`src/rtl/stack_arbiter.sv`:
```
// Two-requester round-robin arbiter that serialises push/pop commands onto an
// external stack, one 3-cycle transaction (grant, issue, complete) at a time.
module stack_arbiter #(
  parameter int unsigned DATA_WIDTH = 2,
  parameter int unsigned DEPTH      = 32
) (
  input  logic                  CLK,
  input  logic                  RST_N,
  input  logic [1:0]            REQ,
  input  logic [1:0]            OP,
  input  logic [DATA_WIDTH-1:0] WDATA0,
  input  logic [DATA_WIDTH-1:0] WDATA1,
  output logic [1:0]            GNT,
  output logic [1:0]            DONE,
  output logic                  ERR,
  output logic [DATA_WIDTH-1:0] RDATA,
  output logic [5:0]            LEVEL,
  output logic                  STK_PUSH,
  output logic                  STK_POP,
  output logic [DATA_WIDTH-1:0] STK_DIN,
  input  logic [DATA_WIDTH-1:0] STK_DOUT,
  input  logic                  STK_FULL,
  input  logic                  STK_EMPTY
);

  typedef enum logic [1:0] {IDLE, ISSUE, WAIT} state_e;

  state_e                state_q, state_d;
  logic                  last_q, last_d;
  logic                  win_q, win_d;
  logic                  op_q, op_d;
  logic [DATA_WIDTH-1:0] data_q, data_d;
  logic                  legal_q, legal_d;
  logic [1:0]            gnt_q, gnt_d;
  logic [1:0]            done_q, done_d;
  logic                  err_q, err_d;
  logic [DATA_WIDTH-1:0] rdata_q, rdata_d;
  logic [5:0]            level_q, level_d;
  logic                  push_q, push_d;
  logic                  pop_q, pop_d;
  logic [DATA_WIDTH-1:0] din_q, din_d;
  logic                  winner;

  always_comb begin
    state_d = state_q;
    last_d  = last_q;
    win_d   = win_q;
    op_d    = op_q;
    data_d  = data_q;
    legal_d = legal_q;
    gnt_d   = '0;
    done_d  = '0;
    err_d   = 1'b0;
    rdata_d = rdata_q;
    level_d = level_q;
    push_d  = 1'b0;
    pop_d   = 1'b0;
    din_d   = din_q;
    winner  = 1'b0;
    unique case (state_q)
      IDLE: begin
        if (REQ != 2'b00) begin
          // Under contention the requester that did not win last time goes next.
          winner        = (REQ == 2'b11) ? ~last_q : REQ[1];
          gnt_d[winner] = 1'b1;
          last_d        = winner;
          win_d         = winner;
          op_d          = OP[winner];
          data_d        = winner ? WDATA1 : WDATA0;
          state_d       = ISSUE;
        end
      end
      ISSUE: begin
        legal_d = op_q ? ~STK_EMPTY : ~STK_FULL;
        push_d  = legal_d & ~op_q;
        pop_d   = legal_d & op_q;
        if (push_d) din_d = data_q;
        state_d = WAIT;
      end
      WAIT: begin
        done_d[win_q] = 1'b1;
        err_d         = ~legal_q;
        if (legal_q) begin
          if (!op_q) begin
            if (level_q < 6'(DEPTH)) level_d = level_q + 6'd1;
          end else begin
            if (level_q != 6'd0) level_d = level_q - 6'd1;
            rdata_d = STK_DOUT;
          end
        end
        state_d = IDLE;
      end
      default: state_d = IDLE;
    endcase
  end

  always_ff @(posedge CLK or negedge RST_N) begin
    if (!RST_N) begin
      state_q <= IDLE;
      last_q  <= 1'b1;
      win_q   <= 1'b0;
      op_q    <= 1'b0;
      data_q  <= '0;
      legal_q <= 1'b0;
      gnt_q   <= '0;
      done_q  <= '0;
      err_q   <= 1'b0;
      rdata_q <= '0;
      level_q <= '0;
      push_q  <= 1'b0;
      pop_q   <= 1'b0;
      din_q   <= '0;
    end else begin
      state_q <= state_d;
      last_q  <= last_d;
      win_q   <= win_d;
      op_q    <= op_d;
      data_q  <= data_d;
      legal_q <= legal_d;
      gnt_q   <= gnt_d;
      done_q  <= done_d;
      err_q   <= err_d;
      rdata_q <= rdata_d;
      level_q <= level_d;
      push_q  <= push_d;
      pop_q   <= pop_d;
      din_q   <= din_d;
    end
  end

  assign GNT      = gnt_q;
  assign DONE     = done_q;
  assign ERR      = err_q;
  assign RDATA    = rdata_q;
  assign LEVEL    = level_q;
  assign STK_PUSH = push_q;
  assign STK_POP  = pop_q;
  assign STK_DIN  = din_q;

endmodule

```
`config.mk`:
```
export PLATFORM = sky130hd
export DESIGN_NAME = stack_arbiter
export DESIGN_NICKNAME = d
export VERILOG_FILES = /design/src/rtl/stack_arbiter.sv
export SDC_FILE = /design/constraint.sdc
export NUM_CORES = 1
export LEC_CHECK = 0
export CORE_MARGIN = 3
export CORE_UTILIZATION = 46
export CTS_BUF_LIST = sky130_fd_sc_hd__clkbuf_16
export CTS_CLUSTER_DIAMETER = 60
export CTS_CLUSTER_SIZE = 24
export DETAILED_ROUTE_END_ITERATION = 12
export DONT_BUFFER_PORTS = 1
export HOLD_SLACK_MARGIN = 0.12
export PLACE_DENSITY_LB_ADDON = 0.2
export SYNTH_ARGS = -nofsm -noshare
export SYNTH_HDL_FRONTEND = slang
export SYNTH_SLANG_ARGS = --single-unit
```
`constraint.sdc`:
```
create_clock -name CLK -period 2.5 [get_ports CLK]
set_clock_uncertainty 0.2 [all_clocks]
set_input_delay 0.5 -clock CLK [delete_from_list [all_inputs] [get_ports CLK]]
set_output_delay 0.5 -clock CLK [all_outputs]
set_load 0.03 [all_outputs]
```
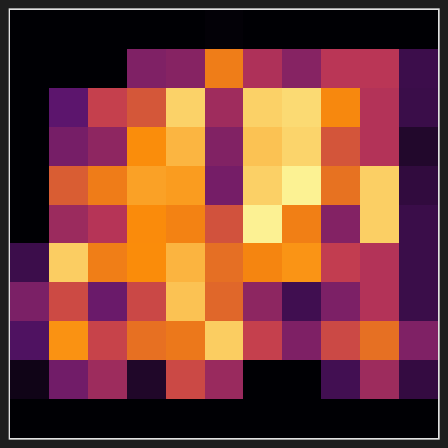
run_1/density.png
The die is cut into 11 by 11 equal tiles; black is low, pale yellow is high, 0 to 100% covered.
nearly empty tiles = 26%
densest ninth of the die = centre
mean over tiles = 40%
fin util: 56.4%
area of the core: 0.00232 sq mm

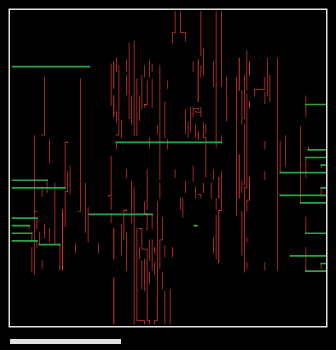
run_1/metal_stack.png
The bar under the picture is 20 um long. Only two layers are drawn.
green -> met3  # wire length 124 um
red -> met2  # wire length 919 um
drt wl/cell: 16.5 um
Tot GR Track Use: 13.5%
DR vias: 717

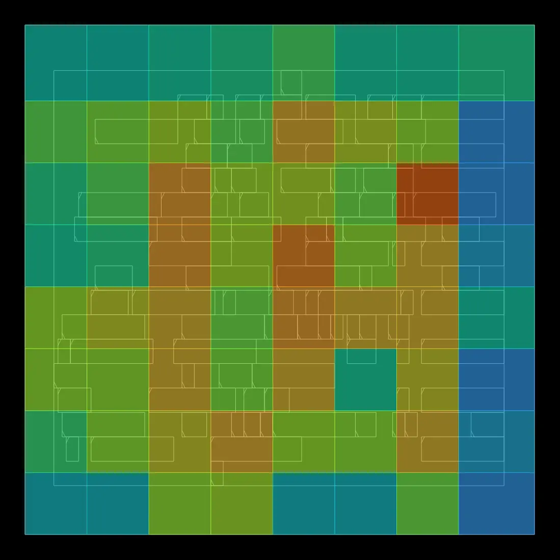
run_1/final_congestion.png
grt met2 use: 19.3%
met1 Usage GRT: 18.3%
met3 Resource Use GR: 4.60%

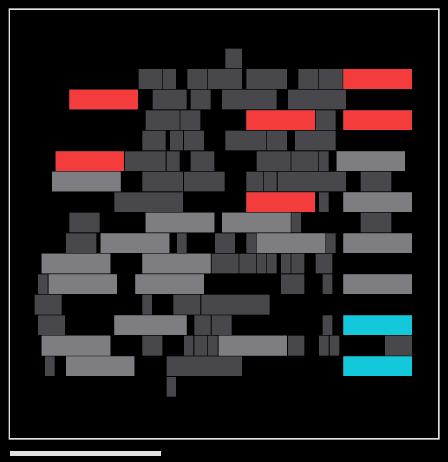
run_1/registers.png
The bar under the picture is 20 um long. Other sequential cells in the stronger grey, the rest of the logic in the fainter grey.
cyan -> DONE  # sequential cells 2
red -> LEVEL  # sequential cells 6
not coloured = 17
Seq group: 0.000961 W
Seq area share: 47.9%
Seq. cell area: 627 sq um

==> flow_summary.toml, run 1 <==
# physical design summary
[status]
outcome = "completed"

[run]
maxCapViolations = 0
openroad.warnings = 26

[detailed_routing]
drtIter0Drc = 27
drt_wl_total_um = 2060
dr_wl_met3_um = 124
wl_met1_um = 977
drc = 0
firstDrtPassIters = 4
highest_layer = "met4"
final_antenna_net_count = 0
viasPerCell = 5.74
wl_met2_um = 918

[timing]
rsz0062_at_grt = "no"
report.final.slew_viol_count = 0
period_used_pct = 82.6
worstMarginPinSlew_ns = 1.08
fmax_mhz = 484
fin_tns_setup_ns = 0
period_minus_slack_ns = 2.06
hold_violations = 0
setup_viol = 0
max_slew_margin_pct = 27.7

[setup_path]
setup.worst_path.class = "flip-flop to flip-flop"
cp_max_fo = 5
critPathLaunchType = "flip-flop"
worstPathArrival_ns = 2.00
crit_start = "LEVEL[1]"
ff2ff_path_depth = 5
end_kind = "flip-flop"
required_ns = 2.44
crit_chain = "fa_1, a21o_1, a21oi_1, xnor2_1, mux2_4"
r2r-start = "LEVEL[1]"
max_stage_delay_ns = 0.54
cp_slowest_cell = "dfrtp_1"

[floorplanning]
die_x_um = 56.8
die_area_sq_mm = 0.00322
ios = 31
rows = 17
chipHeight_um = 56.8
fp-utilization_pct = 51.1

[final_layout]
nets = 117
num-fill-cells = 193
fin_area_sq_mm = 0.00131
diodes = 0
instances_no_fill = 125
area_growth_pct = 10.5
drive_above_1_share_pct = 17.5

[logic_synthesis]
yosysWarnings = 0
floorplan.nets = 111
syn-cell-area_sq_mm = 0.00118
yosys.area.top_type = "dfrtp_1"
yosysCellCount = 92
top_cell = "dfrtp_1"
edf_count = 0
common_cells = "24 x dfrtp_1, 6 x inv_1, 6 x nor2_1"
ff_type = "dfrtp_1"
top_cells_by_area = "dfrtp_1 51%, mux2_4 5.1%, ha_1 4.2%"
async_reset_ff_share_pct = 100
synth_area_per_cell_sq_um = 12.9
synth_cells = 92
synth_cell_types = 33
synth_top_area_share_pct = 50.7
yosysSeqAreaShare_pct = 52.9
synth-area-yosys_sq_mm = 0.00118
ys.flops = 25

[global_routing]
grt_start_max_net_pins = 26
grt_pass1_wl_um = 3290
antenna_found_initial = 0
gr-total-overflow = 0
grt_pass1_vias = 670

[power]
power.leakage_nw = 0.649
total_power_w = 0.00211
max-vdd-ir-drop_v = 0.000913
p_per_area_mw_per_mm2 = 1610

[clock_tree]
ctsRootBufferMaster = "clkbuf_16"
htreeDepth = 1
clkTransAtPathRegs_ns = 0.06
clkSinkCount = 25
clk_path_buf_depth = 2
cts_made_buffers = 3
clock_latency_ns = 0.25
post_cts_resized = 0
tritoncts = "built"

[place]
place_inst = 120
portBuffers = 0
place_area_sq_mm = 0.00122
dp_hpwl_um = 1550
routabilityCongestion = 0.729

[min_path]
hold_path.startpoint = "STK_FULL"
worst_hold_path.num_cells = 1
hp-class = "input port to flip-flop"
==> run 1: where the power goes <==
group | total [W] | internal, W | switching (W)
combinational | 0.000806 | 0.000409 | 0.000397
clock | 0.000341 | 0.000213 | 0.000128
sequential | 0.000961 | 0.000585 | 0.000376
total | 0.00211 | 0.00121 | 0.000901
==> run 1: path summary, 6_finish.rpt <==
kind | endpoint | slack (ns)
min | STK_PUSH | 0.12
max in group asynchronous | STK_DIN[0] | 0.75
max reg2reg | LEVEL[4] | 0.44
min reg2reg | ERR | 0.25
min in group asynchronous | DONE[1] | 0.70
max | LEVEL[4] | 0.44
==> run 1: cell usage in the layout (no fill, tap or decap), drive strengths merged, types with 2 or more instances in the layout <==
cell type   n
dfrtp      24
inv         8
mux2        8
nor2        6
nand2       5
a21o        5
ha          4
nand2b      3
xnor2       3
a222oi      3
clkbuf      3
o21ai       3
a21oi       2
a221oi      2
buf         2
==> run 1: logic make-up (layout without fill, tap and decap cells) <==
group           Yosys count  after routing  synth area share, %
compound gates           19             19                 15.7
xor+xnor                  4              4                 2.96
fa+ha+maj                 5              5                 5.91
buf+inv                   9             14                 3.48
flops                    25             25                 52.9
mux                       8              8                 8.87
simple gates             22             22                 10.1
==> run 1: worst max-delay path: cells and delay by family (launching register included) <==
| family | cells | cell delay (ns) |
|---|---|---|
| muxes | 1 | 0.26 |
| adders and majority gates | 1 | 0.50 |
| AOI/OAI and AO/OA | 2 | 0.37 |
| xor gates and xnor gates | 1 | 0.08 |
| DFF | 1 | 0.54 |
==> run 1: area by class of cell <==
class                           instances  area [sq um]  area share, %
Clock buffer                            3          75.1           5.74
Tap cell                               28          35.0           2.68
Inverter                                7          26.3           2.01
Timing Repair Buffer                    3          25.0           1.91
Sequential cell                        25           627           47.9
Clock inverter                          1          3.75          0.287
Multi-Input combinational cell         58           517           39.5
==> run 1: stage by stage <==
stage          setup WS (ns)  hold slack [ns]
2_1_floorplan          0.490          0.00441
4_1_cts                0.435            0.123
6_report               0.436            0.125
3_5_place_dp           0.456          0.00494
3_3_place_gp           0.485          0.00492
5_1_grt                0.381            0.120
==> run 1: flip-flops by register name, summed over array words and instances, names as in the netlist, 2 cells and up <==
register / cells
DONE: 2
GNT: 2
LEVEL: 6
RDATA: 2
STK_DIN: 2
data_q: 2
state_q: 2
==> run 1: per-layer routing <==
layer  up-vias  global-route usage (%)
met5         -                       0
met1       348                    18.3
met3         4                    4.60
li1        341                       -
met4         0                    5.96
met2        24                    19.3
==> run 1: what timing repair did <==
action                     in CTS  in global routing
setup endpoints to repair       0                  0
hold endpoints to repair       25                  0
hold buffers                    1                  0
setup buffers                   0                  0
run_1/cell_classes.png
The bar under the picture is 20 um long. Fill, decap, tap and diode cells in grey.
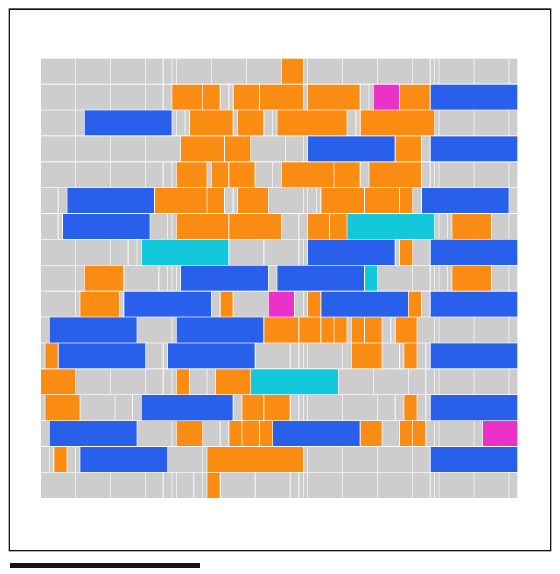

==> run 2, diff against run 1 <==
- clock period: 2.5 -> 1.9 ns (I/O delays scaled with it)
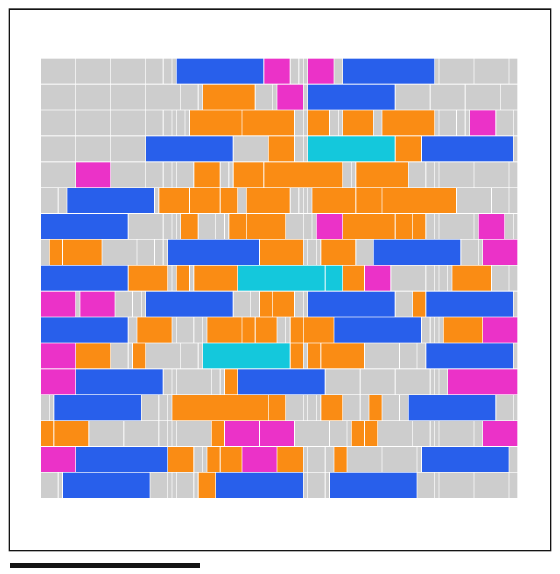
run_2/cell_classes.png
The bar under the picture is 20 um long. Fill, decap, tap and diode cells in grey.
cyan -> clock drivers and dummy loads  # cells 4, share of their area 5.5%
orange -> all other logic  # cells 65, share of their area 38%
magenta -> other buffers and delay cells  # cells 20, share of their area 13%
blue -> flip-flops  # cells 25, share of their area 43%
Post-Layout Inst Area: 0.00149 sq mm
fin util: 64.4%

==> flow_summary.toml, run 2 <==
# physical design summary
[status]
outcome = "completed"

[global_routing]
grtUsageMet3_pct = 4.37
grt_busiest_layer = "met2"
antenna_found_initial = 0
grt_start_max_net_pins = 26
gr-total-overflow = 0
grt_util_met1_pct = 20.1
track_usage_pct = 15.5
grt_pass1_vias = 832

[detailed_routing]
drtIter0Drc = 20
viasPerCell = 5.51
avgRoutedWirePerCell_um = 16.3
final_antenna_net_count = 0
firstDrtPassIters = 4
drc = 0

[final_layout]
final_common_cell = "dfrtp_1"
drive_above_1_share_pct = 26.3
mostFrequentLayoutCells = "21 x dfrtp_1, 12 x dlygate4sd3_1, 7 x buf_4"
num-fill-cells = 185
largest_register_ffs = 6
area_growth_pct = 26.0
nets = 134
diodes = 0
comb_area_sq_um = 528

[timing]
max_slew_margin_pct = 71.4
fin_tns_setup_ns = 0
report.final.slew_viol_count = 0
setup_viol = 0
period_used_pct = 99.5
worstMarginPinSlew_ns = 0.425
setup_slack_ns = 0.00958
hold_violations = 0
fmax_mhz = 529
period_minus_slack_ns = 1.89

[setup_path]
critPathLaunchType = "flip-flop"
end_kind = "flip-flop"
r2r-start = "LEVEL[1]"
r2r_slack_ns = 0.01
r2r_end = "LEVEL[5]"
setup.worst_path.class = "flip-flop to flip-flop"
required_ns = 1.87
cp_max_fo = 4
worstPathArrival_ns = 1.86
ff2ff_path_depth = 5

[logic_synthesis]
synth-area-yosys_sq_mm = 0.00118
yosysSeqAreaShare_pct = 52.9
ys.flops = 25
async_reset_ff_share_pct = 100
ff_type = "dfrtp_1"
yosysCellCount = 92
yosys.area.top_type = "dfrtp_1"
syn-cell-area_sq_mm = 0.00118
synth_cells = 92
synth_top_area_share_pct = 50.7
top_cell = "dfrtp_1"
top_cells_by_area = "dfrtp_1 51%, mux2_4 5.1%, ha_1 4.2%"
floorplan.nets = 111
yosysWarnings = 0
synth_cell_types = 33

[clock_tree]
clkSinkCount = 25
clock_latency_ns = 0.26
cts_made_buffers = 3
cts_setup_buffers = 0
htreeDepth = 1
clk_path_buf_depth = 2
ctsRootBufferMaster = "clkbuf_16"
tritoncts = "built"
clkTransAtPathRegs_ns = 0.06

[floorplanning]
ios = 31
chipHeight_um = 56.8
rows = 17
core_area_sq_mm = 0.00232

[run]
maxCapViolations = 0
openroad.warnings = 26

[power]
max-vdd-ir-drop_v = 0.00121
p_per_area_mw_per_mm2 = 1990
power.leakage_nw = 0.729

[min_path]
hp-class = "input port to flip-flop"
hold_path.startpoint = "STK_FULL"
hold_end = "legal_q"
worst_hold_path.num_cells = 3

[place]
dp_hpwl_um = 1580
dp_slack_ns = 0.0607
routabilityCongestion = 0.802
portBuffers = 0
[run 2: through the flow]
stage / hold slack, ns / util, % / total power [W] / instance area, sq um / std cells
6_report: 0.154 / 64.4 / 0.00297 / 1490 / 142
5_1_grt: 0.167 / 64.4 / 0.00318 / 1490 / 142
4_1_cts: 0.163 / 64.0 / 0.00295 / 1480 / 142
3_5_place_dp: -0.115 / 54.5 / 0.00243 / 1260 / 125
3_3_place_gp: -0.115 / 54.5 / 0.00240 / 1260 / 125
2_1_floorplan: -0.116 / - / 0.00213 / 1190 / 92
[run 2: logic make-up (layout without fill, tap and decap cells)]
family | Yosys count | count (layout) | share of synthesized area [%]
xor gates and xnor gates | 4 | 4 | 2.96
adders and majority gates | 5 | 5 | 5.91
buffers and inverters | 9 | 31 | 3.48
and+or+nand+nor | 22 | 22 | 10.1
DFF | 25 | 25 | 52.9
muxes | 8 | 8 | 8.87
AOI/OAI and AO/OA | 19 | 19 | 15.7
[run 2: final cells by class]
cell class,count,share of cell area (%)
flip-flops and latches,25,42.2
inverters,7,1.76
clock inverters,1,0.335
multi-input cells,58,35.4
clock buffers,3,5.03
repair buffers,20,12.9
well taps,28,2.35
[run 2: metal layers]
layer	up-vias	part of all wire, %
li1	374	-
met1	381	45
met2	22	48
met3	5	5.5
met4	0	1.3
met5	-	0
[run 2: how the worst max path moves through the flow]
stage	from	end	slack [ns]	cells past startpoint
after floorplan	LEVEL[0]	LEVEL[4]	0.01	5
after global placement	LEVEL[0]	LEVEL[4]	0.08	5
after detailed placement	op_q	LEVEL[4]	0.06	5
after CTS	op_q	LEVEL[5]	0.04	5
after global routing	LEVEL[1]	LEVEL[5]	-0.08	5
final	LEVEL[1]	LEVEL[5]	0.01	5
[run 2: critical path, cell delays in order (launching register included)]
cell,delay [ns]
dfrtp_2,0.44
ha_1,0.35
a211oi_2,0.28
o21bai_2,0.12
a21o_1,0.19
a221oi_2,0.21
[run 2: power breakdown]
group / total [W] / switching [W] / internal [W] / leakage (nW)
combinational: 0.00135 / 0.000704 / 0.000647 / 0.378
sequential: 0.00115 / 0.000376 / 0.000779 / 0.310
clock: 0.000468 / 0.000184 / 0.000284 / 0.0409
[run 2: repair_timing]
item | 4_1_cts | 5_1_grt
setup endpoints to repair | 0 | 1
hold endpoints to repair | 33 | 0
gates resized | 0 | 3
hold buffers | 13 | 0
==> run 3, diff against run 2 <==
- SKIP_LAST_GASP: not set -> 1
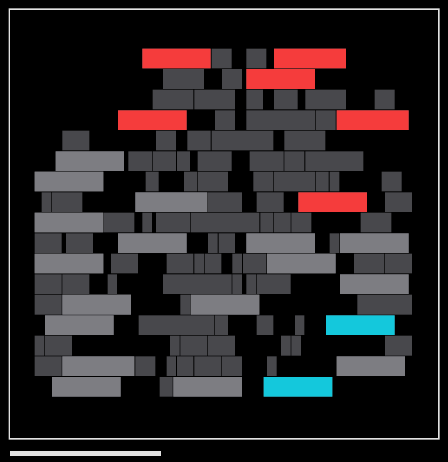
run_3/registers.png
The bar under the picture is 20 um long. Other sequential cells in the stronger grey, the rest of the logic in the fainter grey.
red -> LEVEL  # sequential cells 6
cyan -> DONE  # sequential cells 2
not coloured = 17
Seq. cell area: 631 sq um
Seq group: 0.00115 W

==> flow_summary.toml, run 3 <==
# physical design summary
[logic_synthesis]
top_cell = "dfrtp_1"
top_cells_by_area = "dfrtp_1 51%, mux2_4 5.1%, ha_1 4.2%"
yosysWarnings = 0
synth_cells = 92
ff_type = "dfrtp_1"
yosysSeqAreaShare_pct = 52.9
async_reset_ff_share_pct = 100
synth_top_area_share_pct = 50.7
synth-area-yosys_sq_mm = 0.00118
synth_cell_types = 33
synth_area_per_cell_sq_um = 12.9
common_cells = "24 x dfrtp_1, 6 x inv_1, 6 x nor2_1"
ys.flops = 25
yosys.area.top_type = "dfrtp_1"
yosysCellCount = 92
floorplan.nets = 111
syn-cell-area_sq_mm = 0.00118
edf_count = 0

[timing]
report.final.slew_viol_count = 0
worstMarginPinSlew_ns = 0.425
period_used_pct = 99.5
fmax_mhz = 529
setup_slack_ns = 0.00958
hold_violations = 0
max_slew_margin_pct = 71.4
period_minus_slack_ns = 1.89
setup_viol = 0

[place]
dp_slack_ns = 0.0607
portBuffers = 0
dp_hpwl_um = 1580
place_inst = 125
routabilityCongestion = 0.802

[floorplanning]
ios = 31
die_area_sq_mm = 0.00322
fp-utilization_pct = 51.1
core_area_sq_mm = 0.00232
rows = 17
chipHeight_um = 56.8
die_x_um = 56.8

[min_path]
hold_path.startpoint = "STK_FULL"
hold_end = "legal_q"
hp-class = "input port to flip-flop"
worst_hold_path.num_cells = 3

[global_routing]
grt_pass1_vias = 832
gr-total-overflow = 0
grt_pass1_wl_um = 3880
antenna_found_initial = 0
grt_start_max_net_pins = 26
track_usage_pct = 15.5

[setup_path]
crit_cells = 5
r2r_slack_ns = 0.01
crit_chain = "ha_1, a211oi_2, o21bai_2, a21o_1, a221oi_2"
ff2ff_path_depth = 5
cp_max_fo = 4
path_buffers = 0
end_kind = "flip-flop"
crit_family = "AND-OR/OR-AND gates"
max_stage_delay_ns = 0.44
cp_slowest_cell = "dfrtp_2"
critPathLaunchType = "flip-flop"
setup.worst_path.class = "flip-flop to flip-flop"
worstPathArrival_ns = 1.86
required_ns = 1.87
r2r-start = "LEVEL[1]"
r2r_end = "LEVEL[5]"

[power]
power.leakage_nw = 0.729
max-vdd-ir-drop_v = 0.00121
p_per_area_mw_per_mm2 = 1990

[run]
maxCapViolations = 0
openroad.warnings = 26

[clock_tree]
htreeDepth = 1
clkTransAtPathRegs_ns = 0.06
tritoncts = "built"
clk_path_buf_depth = 2
ctsRootBufferMaster = "clkbuf_16"
clkSinkCount = 25
clock_latency_ns = 0.26
cts_made_buffers = 3

[final_layout]
instances_no_fill = 142
diodes = 0
largest_register_ffs = 6
drive_above_1_share_pct = 26.3
num-fill-cells = 185
final_common_cell = "dfrtp_1"
mostFrequentLayoutCells = "21 x dfrtp_1, 12 x dlygate4sd3_1, 7 x buf_4"
comb_area_sq_um = 528
nets = 134
area_growth_pct = 26.0

[status]
outcome = "completed"

[detailed_routing]
num_vias = 782
drt_wl_total_um = 2320
final_antenna_net_count = 0
drtIter0Drc = 20
firstDrtPassIters = 4
viasPerCell = 5.51
avgRoutedWirePerCell_um = 16.3
drc = 0
run 3: cell counts after synthesis:
No cell type changed its count.
run 3: final cells by class:
cell class / instances / area share [%]
clock inverters: 1 / 0.335
multi-input cells: 58 / 35.4
inverters: 7 / 1.76
flip-flops and latches: 25 / 42.2
clock buffers: 3 / 5.03
repair buffers: 20 / 12.9
well taps: 28 / 2.35
run 3: stage by stage:
step / power (W) / setup TNS [ns] / hold slack [ns] / instance area [sq um] / utilization (%)
final: 0.00297 / 0 / 0.154 / 1490 / 64.4
after floorplan: 0.00213 / 0 / -0.116 / 1190 / -
after detailed placement: 0.00243 / 0 / -0.115 / 1260 / 54.5
after CTS: 0.00295 / 0 / 0.163 / 1480 / 64.0
after global routing: 0.00318 / -0.0773 / 0.167 / 1490 / 64.4
after global placement: 0.00240 / 0 / -0.115 / 1260 / 54.5
run 3: worst max-delay path by stage:
| stage | start | end |
|---|---|---|
| 6_report | LEVEL[1] | LEVEL[5] |
| 5_1_grt | LEVEL[1] | LEVEL[5] |
| 4_1_cts | op_q | LEVEL[5] |
| 3_5_place_dp | op_q | LEVEL[4] |
| 3_3_place_gp | LEVEL[0] | LEVEL[4] |
| 2_1_floorplan | LEVEL[0] | LEVEL[4] |
run 3: cells by family after synthesis:
kind of cell / Yosys count / synth area share (%)
multiplexers: 8 / 8.87
AND-OR/OR-AND: 19 / 15.7
XOR/XNOR: 4 / 2.96
flip-flops: 25 / 52.9
buffers and inverters: 9 / 3.48
adder cells (fa/ha/maj): 5 / 5.91
AND/OR/NAND/NOR: 22 / 10.1
run 3: worst min-delay path, delay by kind of cell:
family	cells	cell delay (ns)
AND-OR/OR-AND	1	0.07
AND/OR/NAND/NOR	2	0.13
run 3: what timing repair did:
item | in CTS | in global routing
setup buffers | 0 | 0
endpoints found under the hold margin | 33 | 0
endpoints found under the setup margin | 0 | 1
gates resized | 0 | 3
hold buffers | 13 | 0
run 3: where the power goes:
group	internal [W]	switching (W)	total, W
Sequential	0.000779	0.000376	0.00115
Clock	0.000284	0.000184	0.000468
Combinational	0.000647	0.000704	0.00135
Total	0.00171	0.00126	0.00297
run 3: layer usage:
layer | part of all wire [%] | up-vias | GRT usage [%]
li1 | - | 374 | -
met1 | 45 | 381 | 20.1
met2 | 48 | 22 | 24.4
met3 | 5.5 | 5 | 4.37
met4 | 1.3 | 0 | 5.96
met5 | 0 | - | 0
No activity file was given, so power comes from the tool's default toggle rates.
